==> images/gate_families.png <==
Drawn at 2 px/um.
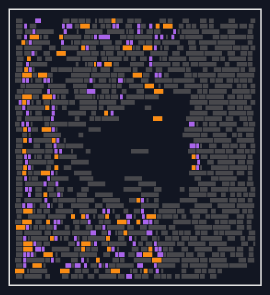
==> images/metal_stack.png <==
Drawn at 3 px/um.
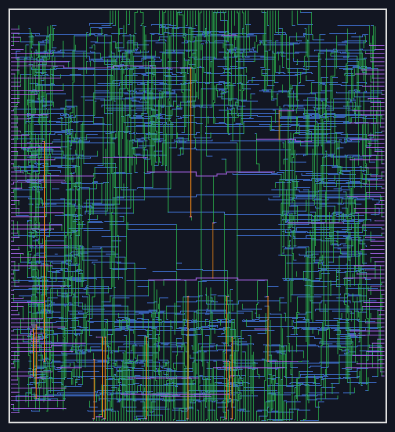
$ cat src/rtl/mem_arbiter_if.sv
// mem_arbiter_if: bundles the two master request/response ports and the
// shared memory port of mem_arbiter. The arbiter connects through the
// slave modport; the masters and the memory connect through the master
// modport.
interface mem_arbiter_if #(
  parameter int ADDR_W = 32,
  parameter int DATA_W = 32
);
  logic [ADDR_W-1:0] iM0Addr, iM1Addr;
  logic [DATA_W-1:0] iM0Data, iM1Data;
  logic              iM0Read, iM1Read;
  logic              iM0Write, iM1Write;
  logic [DATA_W-1:0] oM0Data, oM1Data;
  logic              oM0Rdy, oM1Rdy;
  logic              oM0Err, oM1Err;
  logic [ADDR_W-1:0] oMemAddr;
  logic [DATA_W-1:0] oMemData;
  logic [DATA_W-1:0] iMemData;
  logic              oMemRead, oMemWrite;
  logic              iMemRdy;
  logic [1:0]        oGrant;

  modport slave (
    input  iM0Addr, iM1Addr, iM0Data, iM1Data,
    input  iM0Read, iM1Read, iM0Write, iM1Write,
    output oM0Data, oM1Data, oM0Rdy, oM1Rdy, oM0Err, oM1Err,
    output oMemAddr, oMemData, oMemRead, oMemWrite, oGrant,
    input  iMemData, iMemRdy
  );

  modport master (
    output iM0Addr, iM1Addr, iM0Data, iM1Data,
    output iM0Read, iM1Read, iM0Write, iM1Write,
    input  oM0Data, oM1Data, oM0Rdy, oM1Rdy, oM0Err, oM1Err,
    input  oMemAddr, oMemData, oMemRead, oMemWrite, oGrant,
    output iMemData, iMemRdy
  );
endinterface

$ cat src/rtl/mem_arbiter.sv
// mem_arbiter: two-master round-robin arbiter in front of a single memory
// port. The winner's request is registered onto the memory bus, held until
// iMemRdy, then read data and a one-cycle ready pulse go back to the winner.
// Optional feature macro: MEM_ARB_TIMEOUT_EN adds a per-transaction wait
// counter that aborts a transaction after TIMEOUT unanswered cycles and
// flags the completion with oMxErr.
module mem_arbiter #(
  parameter int ADDR_W  = 32,
  parameter int DATA_W  = 32,
  parameter int TIMEOUT = 255
) (
  input  logic         iClk,
  input  logic         nRst,
  mem_arbiter_if.slave bus
);
  typedef enum logic [1:0] {IDLE = 2'd0, BUS0 = 2'd1, BUS1 = 2'd2} state_t;

  state_t                 state_q, state_d;
  logic                   last_q;
  logic [1:0]             rd_req, wr_req, req;
  logic                   grant_en, grant_sel, done, abort, owner, timed_out;
  logic [ADDR_W-1:0]      addr_q;
  logic [DATA_W-1:0]      wdata_q;
  logic                   rd_q, wr_q;
  logic [1:0]             grant_q, rdy_q, err_q;
  logic [1:0][DATA_W-1:0] rdata_q;

  assign rd_req = {bus.iM1Read,  bus.iM0Read};
  assign wr_req = {bus.iM1Write, bus.iM0Write};
  // A master is ignored in the cycle it sees its ready pulse; it has not
  // dropped the finished request yet.
  assign req    = (rd_req | wr_req) & ~rdy_q;
  assign owner  = (state_q == BUS1);

`ifdef MEM_ARB_TIMEOUT_EN
  localparam logic [7:0] WAIT_LIMIT = 8'(TIMEOUT);
  logic [7:0] wait_q;

  // iMemRdy on the limit cycle still completes normally.
  assign timed_out = (state_q != IDLE) && !bus.iMemRdy && (wait_q == WAIT_LIMIT);

  // Wait counter: cleared at grant, counts unanswered bus cycles.
  always_ff @(posedge iClk or negedge nRst) begin
    if (!nRst)                                 wait_q <= '0;
    else if (grant_en)                         wait_q <= '0;
    else if (state_q != IDLE && !bus.iMemRdy)  wait_q <= wait_q + 8'd1;
  end
`else
  assign timed_out = 1'b0;
`endif

  // State register.
  always_ff @(posedge iClk or negedge nRst) begin
    if (!nRst) state_q <= IDLE;
    else       state_q <= state_d;
  end

  // Next state: grant decision in IDLE, completion/abort while on the bus.
  always_comb begin
    state_d   = state_q;
    grant_en  = 1'b0;
    grant_sel = 1'b0;
    done      = 1'b0;
    abort     = 1'b0;
    case (state_q)
      IDLE: begin
        if (|req) begin
          grant_en  = 1'b1;
          grant_sel = (req == 2'b11) ? ~last_q : req[1];
          state_d   = grant_sel ? BUS1 : BUS0;
        end
      end
      BUS0, BUS1: begin
        if (bus.iMemRdy) begin
          done    = 1'b1;
          state_d = IDLE;
        end else if (timed_out) begin
          abort   = 1'b1;
          state_d = IDLE;
        end
      end
      default: state_d = IDLE;
    endcase
  end

  // Bus registers, round-robin pointer and per-master responses.
  always_ff @(posedge iClk or negedge nRst) begin
    if (!nRst) begin
      last_q  <= 1'b1;
      addr_q  <= '0;
      wdata_q <= '0;
      rd_q    <= 1'b0;
      wr_q    <= 1'b0;
      grant_q <= 2'b00;
      rdy_q   <= 2'b00;
      err_q   <= 2'b00;
      rdata_q <= '0;
    end else begin
      rdy_q <= 2'b00;
      err_q <= 2'b00;
      if (grant_en) begin
        addr_q  <= grant_sel ? bus.iM1Addr : bus.iM0Addr;
        wdata_q <= grant_sel ? bus.iM1Data : bus.iM0Data;
        // Write takes priority when a master raises both strobes.
        wr_q    <= wr_req[grant_sel];
        rd_q    <= rd_req[grant_sel] & ~wr_req[grant_sel];
        grant_q <= grant_sel ? 2'b10 : 2'b01;
      end
      if (done || abort) begin
        rd_q          <= 1'b0;
        wr_q          <= 1'b0;
        grant_q       <= 2'b00;
        last_q        <= owner;
        rdy_q[owner]  <= 1'b1;
        err_q[owner]  <= abort;
        if (done && rd_q) rdata_q[owner] <= bus.iMemData;
      end
    end
  end

  assign bus.oMemAddr  = addr_q;
  assign bus.oMemData  = wdata_q;
  assign bus.oMemRead  = rd_q;
  assign bus.oMemWrite = wr_q;
  assign bus.oGrant    = grant_q;
  assign bus.oM0Rdy    = rdy_q[0];
  assign bus.oM1Rdy    = rdy_q[1];
  assign bus.oM0Err    = err_q[0];
  assign bus.oM1Err    = err_q[1];
  assign bus.oM0Data   = rdata_q[0];
  assign bus.oM1Data   = rdata_q[1];
endmodule

$ cat src/flat_wrapper.sv
// flat-port wrapper written by rule: the top's interface ports become plain ports
module mem_arbiter_flat 
#(
  parameter int ADDR_W  = 32,
  parameter int DATA_W  = 32,
  parameter int TIMEOUT = 255
)
  (iClk, nRst, bus_iM0Addr, bus_iM1Addr, bus_iM0Data, bus_iM1Data, bus_iM0Read, bus_iM1Read, bus_iM0Write, bus_iM1Write, bus_oM0Data, bus_oM1Data, bus_oM0Rdy, bus_oM1Rdy, bus_oM0Err, bus_oM1Err, bus_oMemAddr, bus_oMemData, bus_oMemRead, bus_oMemWrite, bus_oGrant, bus_iMemData, bus_iMemRdy);
  mem_arbiter_if #(.ADDR_W(ADDR_W), .DATA_W(DATA_W)) bus_i ();
  input  logic iClk;
  input  logic nRst;
  input wire logic [$bits(bus_i.iM0Addr)-1:0] bus_iM0Addr;
  input wire logic [$bits(bus_i.iM1Addr)-1:0] bus_iM1Addr;
  input wire logic [$bits(bus_i.iM0Data)-1:0] bus_iM0Data;
  input wire logic [$bits(bus_i.iM1Data)-1:0] bus_iM1Data;
  input wire logic [$bits(bus_i.iM0Read)-1:0] bus_iM0Read;
  input wire logic [$bits(bus_i.iM1Read)-1:0] bus_iM1Read;
  input wire logic [$bits(bus_i.iM0Write)-1:0] bus_iM0Write;
  input wire logic [$bits(bus_i.iM1Write)-1:0] bus_iM1Write;
  output wire logic [$bits(bus_i.oM0Data)-1:0] bus_oM0Data;
  output wire logic [$bits(bus_i.oM1Data)-1:0] bus_oM1Data;
  output wire logic [$bits(bus_i.oM0Rdy)-1:0] bus_oM0Rdy;
  output wire logic [$bits(bus_i.oM1Rdy)-1:0] bus_oM1Rdy;
  output wire logic [$bits(bus_i.oM0Err)-1:0] bus_oM0Err;
  output wire logic [$bits(bus_i.oM1Err)-1:0] bus_oM1Err;
  output wire logic [$bits(bus_i.oMemAddr)-1:0] bus_oMemAddr;
  output wire logic [$bits(bus_i.oMemData)-1:0] bus_oMemData;
  output wire logic [$bits(bus_i.oMemRead)-1:0] bus_oMemRead;
  output wire logic [$bits(bus_i.oMemWrite)-1:0] bus_oMemWrite;
  output wire logic [$bits(bus_i.oGrant)-1:0] bus_oGrant;
  input wire logic [$bits(bus_i.iMemData)-1:0] bus_iMemData;
  input wire logic [$bits(bus_i.iMemRdy)-1:0] bus_iMemRdy;
  assign bus_i.iM0Addr = bus_iM0Addr;
  assign bus_i.iM1Addr = bus_iM1Addr;
  assign bus_i.iM0Data = bus_iM0Data;
  assign bus_i.iM1Data = bus_iM1Data;
  assign bus_i.iM0Read = bus_iM0Read;
  assign bus_i.iM1Read = bus_iM1Read;
  assign bus_i.iM0Write = bus_iM0Write;
  assign bus_i.iM1Write = bus_iM1Write;
  assign bus_oM0Data = bus_i.oM0Data;
  assign bus_oM1Data = bus_i.oM1Data;
  assign bus_oM0Rdy = bus_i.oM0Rdy;
  assign bus_oM1Rdy = bus_i.oM1Rdy;
  assign bus_oM0Err = bus_i.oM0Err;
  assign bus_oM1Err = bus_i.oM1Err;
  assign bus_oMemAddr = bus_i.oMemAddr;
  assign bus_oMemData = bus_i.oMemData;
  assign bus_oMemRead = bus_i.oMemRead;
  assign bus_oMemWrite = bus_i.oMemWrite;
  assign bus_oGrant = bus_i.oGrant;
  assign bus_i.iMemData = bus_iMemData;
  assign bus_i.iMemRdy = bus_iMemRdy;
  mem_arbiter #(.ADDR_W(ADDR_W), .DATA_W(DATA_W), .TIMEOUT(TIMEOUT)) u_core (.iClk(iClk), .nRst(nRst), .bus(bus_i));
endmodule
$ cat config.mk
export PLATFORM = sky130hd
export DESIGN_NAME = mem_arbiter_flat
export DESIGN_NICKNAME = d
export VERILOG_FILES = /design/src/rtl/mem_arbiter_if.sv /design/src/rtl/mem_arbiter.sv /design/src/flat_wrapper.sv
export SDC_FILE = /design/constraint.sdc
export NUM_CORES = 1
export LEC_CHECK = 0
export CORE_ASPECT_RATIO = 1.1
export CORE_MARGIN = 2
export CORE_UTILIZATION = 36
export CTS_CLUSTER_SIZE = 28
export DETAILED_ROUTE_END_ITERATION = 16
export PLACE_DENSITY = 0.77
export SYNTH_ARGS = -nofsm -noshare
export SYNTH_HDL_FRONTEND = slang
export SYNTH_SLANG_ARGS = --single-unit
$ cat constraint.sdc
create_clock -name iClk -period 1.6 [get_ports iClk]
set_input_delay 0.24 -clock iClk [delete_from_list [all_inputs] [get_ports iClk]]
set_output_delay 0.24 -clock iClk [all_outputs]
set_load 0.05 [all_outputs]
==> results.py <==
# Auto-generated metrics
metrics = {
    "final_layout": {
        "dominant_cells": "buffers",
        "final_layout_top_logic_cells": "clkdlybuf4s50_1, buf_4, dfrtp_1",
        "num_antenna_cells": 0,
        "seq_cells": 137,
        "final-nonclk-buf-share_pct": 33.46,
        "nFillCells": 1222,
        "sh_seq_area_pct": 32.80,
        "logic_area_sq_mm": 0.002666,
        "n_all_inverters": 4,
        "logic_gates": 353,
        "drive_above_1_share_pct": 40.50,
        "regArea_sq_mm": 0.003432,
        "buffers": 358,
    },
    "routing": {
        "ant_nets": 0,
        "wl_met1_mm": 8.138,
        "first_iter_violations": 225,
        "drt_first_pass_iters": 4,
        "top_layer_used": "met4",
    },
    "synthesis": {
        "simple_gate_share_pct": 11.80,
        "syn_area_sq_mm": 0.005813,
        "synth-main-ff-cell": "dfrtp_1",
        "top_logic_kind": "AND-OR/OR-AND gates",
        "ys_ff": 137,
        "postSynthSeqShare_pct": 59.00,
        "ys_async_sr_fraction_pct": 100.0,
        "edf_count": 0,
        "synthDistinctLibCells": 28,
        "aoi_share_pct": 13.15,
        "ys_area_sq_mm": 0.005813,
        "postSynthCellCount": 527,
        "adder_share_pct": 0.4305,
        "synthMuxAreaShare_pct": 12.57,
        "ys_cells": 527,
    },
    "cts": {
        "worst_skew_pair.late_latency_ps": 410,
        "holdBufCountCts": 1,
        "cts-root-buf": "clkbuf_16",
        "cts.clk_slew.worst_paths_ps": 60,
        "cts_tree": "built",
        "clock-sinks": 137,
    },
    "place": {
        "place_ws_ps": -301.8,
        "numPortBuffers": 300,
        "gp_congestion": 0.8159,
        "hpwlAfterDp_mm": 12.63,
    },
    "pwr": {
        "clk-power_mw": 4.00,
        "peakVddDrop_v": 0.001299,
        "p_clk_share_pct": 15.2,
        "total_power_mw": 26.32,
        "combinationalPowerShare_pct": 61.5,
        "power.density_mw_per_mm2": 2516,
        "switchingPower_mw": 12.62,
        "pg_comb_mw": 16.2,
        "sw_frac_of_total_pct": 47.95,
        "power.group.top": "combinational cells",
        "internal_power_mw": 13.70,
        "seqPwrFrac_pct": 23.3,
    },
    "global_routing": {
        "busiest_layer": "met2",
        "antenna_found_initial": 0,
        "use_met2_pct": 35.05,
        "overflow": 0,
        "grt_pass1_wl_mm": 27.34,
        "grt_pass1_vias": 5194,
        "grt_max_degree": 55,
    },
    "floorplan": {
        "die_y_um": 137.3,
        "chipArea_sq_mm": 0.01718,
        "ios": 303,
        "rows": 48,
        "dieWidth_um": 125.2,
    },
    "status": {
        "status": "complete, but fails checks",
        "violations": "negative setup slack",
    },
    "final_timing": {
        "period_needed_ps": 1666,
        "slew_violations": 0,
        "setup_viol": 54,
        "fin_worst_skew_ps": 8.208,
        "fmax_mhz": 600.1,
        "rsz0062_at_grt": "true",
        "finalSetupTns_ps": -1989,
        "setup_ws_ps": -66.31,
    },
    "critical_path": {
        "cp-start-kind": "register",
        "arrival_ps": 1960,
        "endpoint_kind": "register",
        "cp_slowest_cell": "dfrtp_1",
        "required_ps": 1890,
        "cpPeakStageDelay_ps": 360,
        "cp_num_buf_inv": 2,
        "path_class": "reg -> reg",
    },
    "job": {
        "openroad.warnings": 30,
    },
}
Back to the opening pictures, gate_families.png:
Orange marks NOR gates, cells 68, most used nor2b_1. Purple marks inverting AOI/OAI gates, cells 135, most used a21oi_1.
Post-Layout Cell Count: 1084
Top cell excl fill/tap: clkdlybuf4s50_1
logic share of the area: 25.48%

Back to the opening pictures, metal_stack.png:
Purple marks met3, wire length 1460 um. Green marks met2, wire length 11000 um. Orange marks met4, wire length 435 um. Blue marks met1, wire length 8140 um.
gr usage total: 20.31%
routed wire length: 21.05 mm
Avg WL per Cell: 19.42 um
Via Count: 5374

-- stage by stage --
step	cells	utilization [%]	instance area (sq um)
after global placement	1021	56.94	8960
after floorplan	528	-	5884
after detailed placement	1021	56.94	8960
after CTS	1064	62.22	9791
final	1084	66.50	10460
after global routing	1084	66.50	10460
-- registers in the layout, summed over array words and instances (netlist names), 2 cells and up --
register and count:
u_core.bus.oGrant 2, u_core.bus.oM0Data 32, u_core.bus.oM1Data 32, u_core.bus.oMemAddr 32
u_core.bus.oMemData 32, u_core.rdy_q 2, u_core.state_q 2
-- path summary, 6_finish.rpt --
check,depth (start not counted),startpoint,to
min reg2reg,2,u_core.bus.oMemAddr[6]$_DFFE_PN0P_,u_core.bus.oMemAddr[6]$_DFFE_PN0P_
max,7,u_core.state_q[1]$_DFFE_PN0P_,u_core.bus.oM0Data[9]$_DFFE_PN0P_
max reg2reg,7,u_core.state_q[1]$_DFFE_PN0P_,u_core.bus.oM0Data[9]$_DFFE_PN0P_
min in group iClk,3,bus_iM0Addr[24],u_core.bus.oMemAddr[24]$_DFFE_PN0P_
min,2,nRst,u_core.bus.oM0Data[23]$_DFFE_PN0P_
max in group asynchronous,3,nRst,u_core.bus.oM0Data[1]$_DFFE_PN0P_
-- Yosys cell counts, types with 2 or more instances --
library cell,count,area share (%)
a211o_1,2,0.30
a21oi_1,67,5.8
buf_2,13,1.1
buf_4,2,0.26
clkbuf_1,20,1.3
dfrtp_1,136,59
ha_1,2,0.43
inv_1,4,0.26
mux2_2,64,12
nand2_1,68,4.4
nor2_1,3,0.19
nor2b_1,65,7.0
o211a_1,2,0.34
o21ai_0,24,2.1
o21ai_1,41,3.5
o21ba_2,2,0.34
Power and IR drop assume default switching activity.
